File: config.mk
export PLATFORM = sky130hd
export DESIGN_NAME = rr_packet_allocator
export DESIGN_NICKNAME = d
export VERILOG_FILES = /design/src/rtl/rr_packet_allocator.sv
export SDC_FILE = /design/constraint.sdc
export NUM_CORES = 1
export LEC_CHECK = 0
export ABC_AREA = 1
export CAP_MARGIN = 20
export CORE_UTILIZATION = 51
export CTS_CLUSTER_SIZE = 40
export DETAILED_ROUTE_END_ITERATION = 16
export PLACE_DENSITY = 0.79
export SKIP_CTS_REPAIR_TIMING = 1
export SYNTH_ARGS = -nofsm -noshare
export SYNTH_HDL_FRONTEND = slang
export SYNTH_SLANG_ARGS = --single-unit
File: constraint.sdc
create_clock -name clock -period 2.5 [get_ports clock]
set_clock_uncertainty 0.15 [all_clocks]
set_input_delay 0.25 -clock clock [delete_from_list [all_inputs] [get_ports clock]]
set_output_delay 0.25 -clock clock [all_outputs]
set_load 0.1 [all_outputs]
File: src/rtl/rr_packet_allocator.sv
// Packet-locked round-robin allocator for one output port: grant registered one edge after request, held until tail transfer.
// Optional ALLOC_TIMEOUT_EN builds a stall counter that forces release after MAX_HOLD cycles without a transfer.
`ifndef NPORT
`define NPORT 5
`endif

module rr_packet_allocator #(
  parameter int size     = `NPORT,
  parameter int MAX_HOLD = 64
) (
  input  logic                     clock,
  input  logic                     reset,
  input  logic [size-1:0]          i_requests,
  input  logic [size-1:0]          i_tail,
  input  logic                     i_outReady,
  input  logic                     i_enable,
  output logic                     o_isOutputSelected,
  output logic [$clog2(size)-1:0]  o_selectedOutput,
  output logic [size-1:0]          o_grant,
  output logic                     o_timeout
);

  localparam int W = $clog2(size);
  localparam logic [size-1:0] ONE_HOT0 = {{(size-1){1'b0}}, 1'b1};
  localparam logic [W-1:0] LAST_IDX = W'(size - 1);

  typedef enum logic {IDLE, LOCKED} state_t;

  state_t         state;
  logic [W-1:0]   ptr;
  logic [W-1:0]   win_idx;
  logic           win_found;
  logic           xfer;
  logic           tail_xfer;
  logic           forced;
  logic [W-1:0]   next_ptr;

  // First requesting port at or after ptr, wrapping at size rather than 2^W.
  always_comb begin
    int idx;
    win_found = 1'b0;
    win_idx   = '0;
    idx       = 0;
    for (int k = 0; k < size; k++) begin
      idx = int'(ptr) + k;
      if (idx >= size) idx = idx - size;
      if (!win_found && i_requests[idx]) begin
        win_found = 1'b1;
        win_idx   = W'(idx);
      end
    end
  end

  assign xfer      = (state == LOCKED) && i_requests[o_selectedOutput] && i_outReady;
  assign tail_xfer = xfer && i_tail[o_selectedOutput];
  assign next_ptr  = (o_selectedOutput == LAST_IDX) ? '0 : o_selectedOutput + 1'b1;

`ifdef ALLOC_TIMEOUT_EN
  localparam logic [15:0] HOLD_LIMIT = 16'(MAX_HOLD);

  logic [15:0] hold_cnt;

  // A tail transfer on the limit cycle wins: normal release, no timeout pulse.
  assign forced = (state == LOCKED) && !tail_xfer && (hold_cnt == HOLD_LIMIT);

  always_ff @(posedge clock or posedge reset) begin
    if (reset) begin
      hold_cnt <= '0;
    end else if (state != LOCKED || xfer || forced) begin
      hold_cnt <= '0;
    end else begin
      hold_cnt <= hold_cnt + 16'd1;
    end
  end
`else
  assign forced = 1'b0;
`endif

  always_ff @(posedge clock or posedge reset) begin
    if (reset) begin
      state              <= IDLE;
      ptr                <= '0;
      o_isOutputSelected <= 1'b0;
      o_selectedOutput   <= '0;
      o_grant            <= '0;
      o_timeout          <= 1'b0;
    end else begin
      o_timeout <= forced;
      case (state)
        IDLE: begin
          if (i_enable && win_found) begin
            state              <= LOCKED;
            o_isOutputSelected <= 1'b1;
            o_selectedOutput   <= win_idx;
            o_grant            <= ONE_HOT0 << win_idx;
          end
        end
        LOCKED: begin
          // Request drops while locked are bubbles inside the packet, not releases.
          if (tail_xfer || forced) begin
            state              <= IDLE;
            ptr                <= next_ptr;
            o_isOutputSelected <= 1'b0;
            o_selectedOutput   <= '0;
            o_grant            <= '0;
          end
        end
        default: state <= IDLE;
      endcase
    end
  end

endmodule

### Where the registers sit

Scale: 4 px per um.
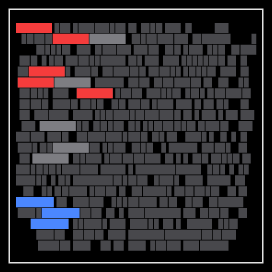
[o_grant] red | placed flops: 5 | where: north-west
[ptr] blue | placed flops: 3

==> qor.json <==
{
  "outcome": {
    "run_status": "complete, but fails checks",
    "failed_checks": "setup timing"
  },
  "layout": {
    "area_dominant_class": "multi-input combinational cells",
    "final_layout_top_logic_cells": "sky130_fd_sc_hd__nand2_1, sky130_fd_sc_hd__buf_4, sky130_fd_sc_hd__nand2_2, sky130_fd_sc_hd__nand3_1, sky130_fd_sc_hd__inv_1",
    "non_clock_buffer_count": 70,
    "layout.clock.cell_area_share_pct": 1.55,
    "combAreaFraction_pct": 60.9,
    "final.signal_inverter_count": 34,
    "n_clock_buffer": 4,
    "ff_latch_area_sq_um": 329,
    "nonClkBufAreaFrac_pct": 19.6,
    "seq_area_share_pct": 11.3,
    "flow.area_growth_from_synthesis_pct": 53.2,
    "n_fill_cell": 208,
    "drive_gt1_share_pct": 49.0,
    "layout_top_registers": "o_grant (5), o_selectedOutput (3), ptr (3)",
    "logic_area_sq_mm": 0.00177,
    "flops": 13,
    "multi_input_comb_cells": 242,
    "post_layout_instance_area_sq_mm": 0.00291,
    "finalNonFillerCells": 409,
    "layout.nets": 393,
    "largest_register_ff_count": 5,
    "post-route-util_pct": 84.4,
    "most_flop_heavy_register": "o_grant",
    "mostFrequentLayoutCell": "sky130_fd_sc_hd__nand2_1",
    "count_of_antenna_diodes_in_the_layout": 0
  },
  "die": {
    "floorplan.core_util_pct": 55.1,
    "core_sq_mm": 0.00344,
    "die_width_um": 63.0,
    "io-pin-count": 24,
    "floorplan.rows": 21,
    "n_tap_cell": 46,
    "die.size.y_um": 63.0,
    "chip_area_sq_mm": 0.00397
  },
  "grt": {
    "globalRoute.totalOverflow": 0,
    "grt_max_degree": 14,
    "grt_antenna_before_repair": 0,
    "grt.met2_usage_pct": 47.7,
    "grt_first_pass_wirelength_um": 8740,
    "met1_usage_pct": 34.8,
    "number_of_global_route_vias_before_repair": 1988,
    "grt.met3_usage_pct": 1.82,
    "grtUsageTotal_pct": 27.0,
    "grt_most_used_layer": "met2"
  },
  "route": {
    "pre_repair_dr_iteration_count": 4,
    "dr_total_vias": 2367,
    "dr_wl_met3_um": 427,
    "routed_wirelength_um": 6840,
    "antenna_violating_nets_post_route": 0,
    "detail_route.iter0.violations": 181,
    "drc_violations": 0,
    "top_metal_used": "met4",
    "met2_length_um": 3250,
    "wl_met1_um": 2810,
    "routedWlPerCell_um": 16.7
  },
  "worst_setup_path": {
    "cp_data_arrival_time_ns": 2.69,
    "endpoint_kind": "register",
    "critical_path_depth": 17,
    "regToRegSetupSlack_ns": -0.20,
    "worst_r2r_endpoint": "o_grant[3]",
    "timing.critical_path.slowest_stage_cell": "sky130_fd_sc_hd__dfrtp_2",
    "ff_to_ff_start": "ptr[1]",
    "timing.critical_path.from_type": "register",
    "r2r.worst_path.cells": 17,
    "timing.critical_path.cells": "inv_2, buf_6, ha_2, nor2_4, nand3_4, o21ai_0, nand3_1, nand2_1, nand2_2, nand2_4, nor2_8, nand3b_1, nand2_2, nor2_4, nor2_2, nand2_1, nand2_1",
    "setup.worst_path.start": "ptr[1]",
    "worst_path_most_repeated_cell": "sky130_fd_sc_hd__nand2_1",
    "critical_path_buf_inv_count": 2,
    "timing.critical_path.slowest_cell_delay_ns": 0.40,
    "critical_path_capture_point": "o_grant[3]",
    "required_time_of_the_critical_path_ns": 2.49,
    "crit_type": "reg -> reg"
  },
  "yosys": {
    "yosys.area_share.xor_xnor_pct": 0.923,
    "post_synth_main_area_contributors": "sky130_fd_sc_hd__nand2_1, sky130_fd_sc_hd__dfrtp_1, sky130_fd_sc_hd__nand3_1, sky130_fd_sc_hd__ha_1, sky130_fd_sc_hd__nand2_2",
    "numSynthFlops": 13,
    "postSynthCellCount": 293,
    "yosysUniqueCellTypes": 31,
    "async_reset_ff_share_pct": 100,
    "synth_sequential_area_ratio_pct": 17.2,
    "multiplexer_share_of_the_synthesized_area_pct": 0,
    "synth_top_area_share_pct": 18.8,
    "simple_share_pct": 54.0,
    "syn-num-nets": 322,
    "dominantRegCellSynth": "sky130_fd_sc_hd__dfrtp_1",
    "synthesis.yosys.warnings": 0,
    "ys_sh_adder_pct": 9.89,
    "yosys_cells": 293,
    "post-synth-top-count-cell": "sky130_fd_sc_hd__nand2_1",
    "aoi_share_pct": 8.71,
    "synth_area_sq_mm": 0.00190,
    "synth.largest_area_cell": "sky130_fd_sc_hd__nand2_1",
    "postSynthAreaPerCell_sq_um": 6.47,
    "edf_count": 0,
    "synthTopCellsByCount": "sky130_fd_sc_hd__nand2_1, sky130_fd_sc_hd__nand3_1, sky130_fd_sc_hd__inv_1"
  },
  "final_timing": {
    "slew_headroom_pct": 62.2,
    "slew_violations": 0,
    "final_worst_hold_slack_ns": 0.177,
    "timing_hold_violations_final": 0,
    "grt_setup_unrepaired": "yes",
    "clock_period_minus_final_worst_setup_slack_ns": 2.70,
    "slew_at_the_pin_closest_to_its_max_slew_limit_ns": 0.564,
    "min_period_over_period_pct": 108,
    "f_max_mhz": 370,
    "worst_slack_ns": -0.202,
    "setup_viol": 10,
    "tns_ns": -1.60
  },
  "placed_design": {
    "port_buffers": 22,
    "post-place-cells": 392,
    "placed_cell_area_sq_mm": 0.00242,
    "detailedPlacementHpwl_um": 4090,
    "globalplace.congestion": 0.910,
    "dp_worst_setup_slack_ns": -0.164
  },
  "clocking": {
    "h_tree_level_count": 1,
    "clkSinkCount": 13,
    "cts_buffer_depth": 2,
    "clk-insertion-delay-late_ns": 0.24,
    "tritoncts": "yes",
    "cts_inserted_buffers": 3,
    "cts-root-buf": "sky130_fd_sc_hd__clkbuf_8",
    "worst_setup_hold_path_clk_slew_ns": 0.06
  },
  "min_path": {
    "hold_path_class": "in -> async"
  },
  "run": {
    "max_capacitance_violation_count": 0,
    "warning_count": 38
  }
}
### Logic cells by family

Scale: 6 px per um.
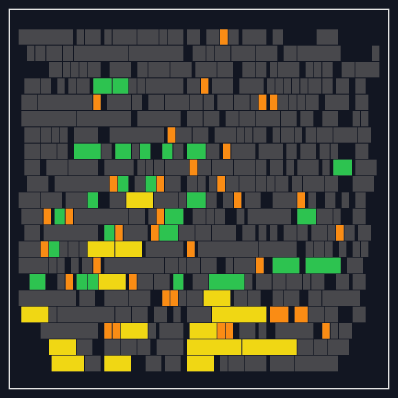
[fa/ha/maj cells] yellow | cells: 15 | most used: ha_1
[aoi and oai cells] green | cells: 25 | most used: o21ai_2
[inv cells] orange | cells: 34 | most used: inv_1

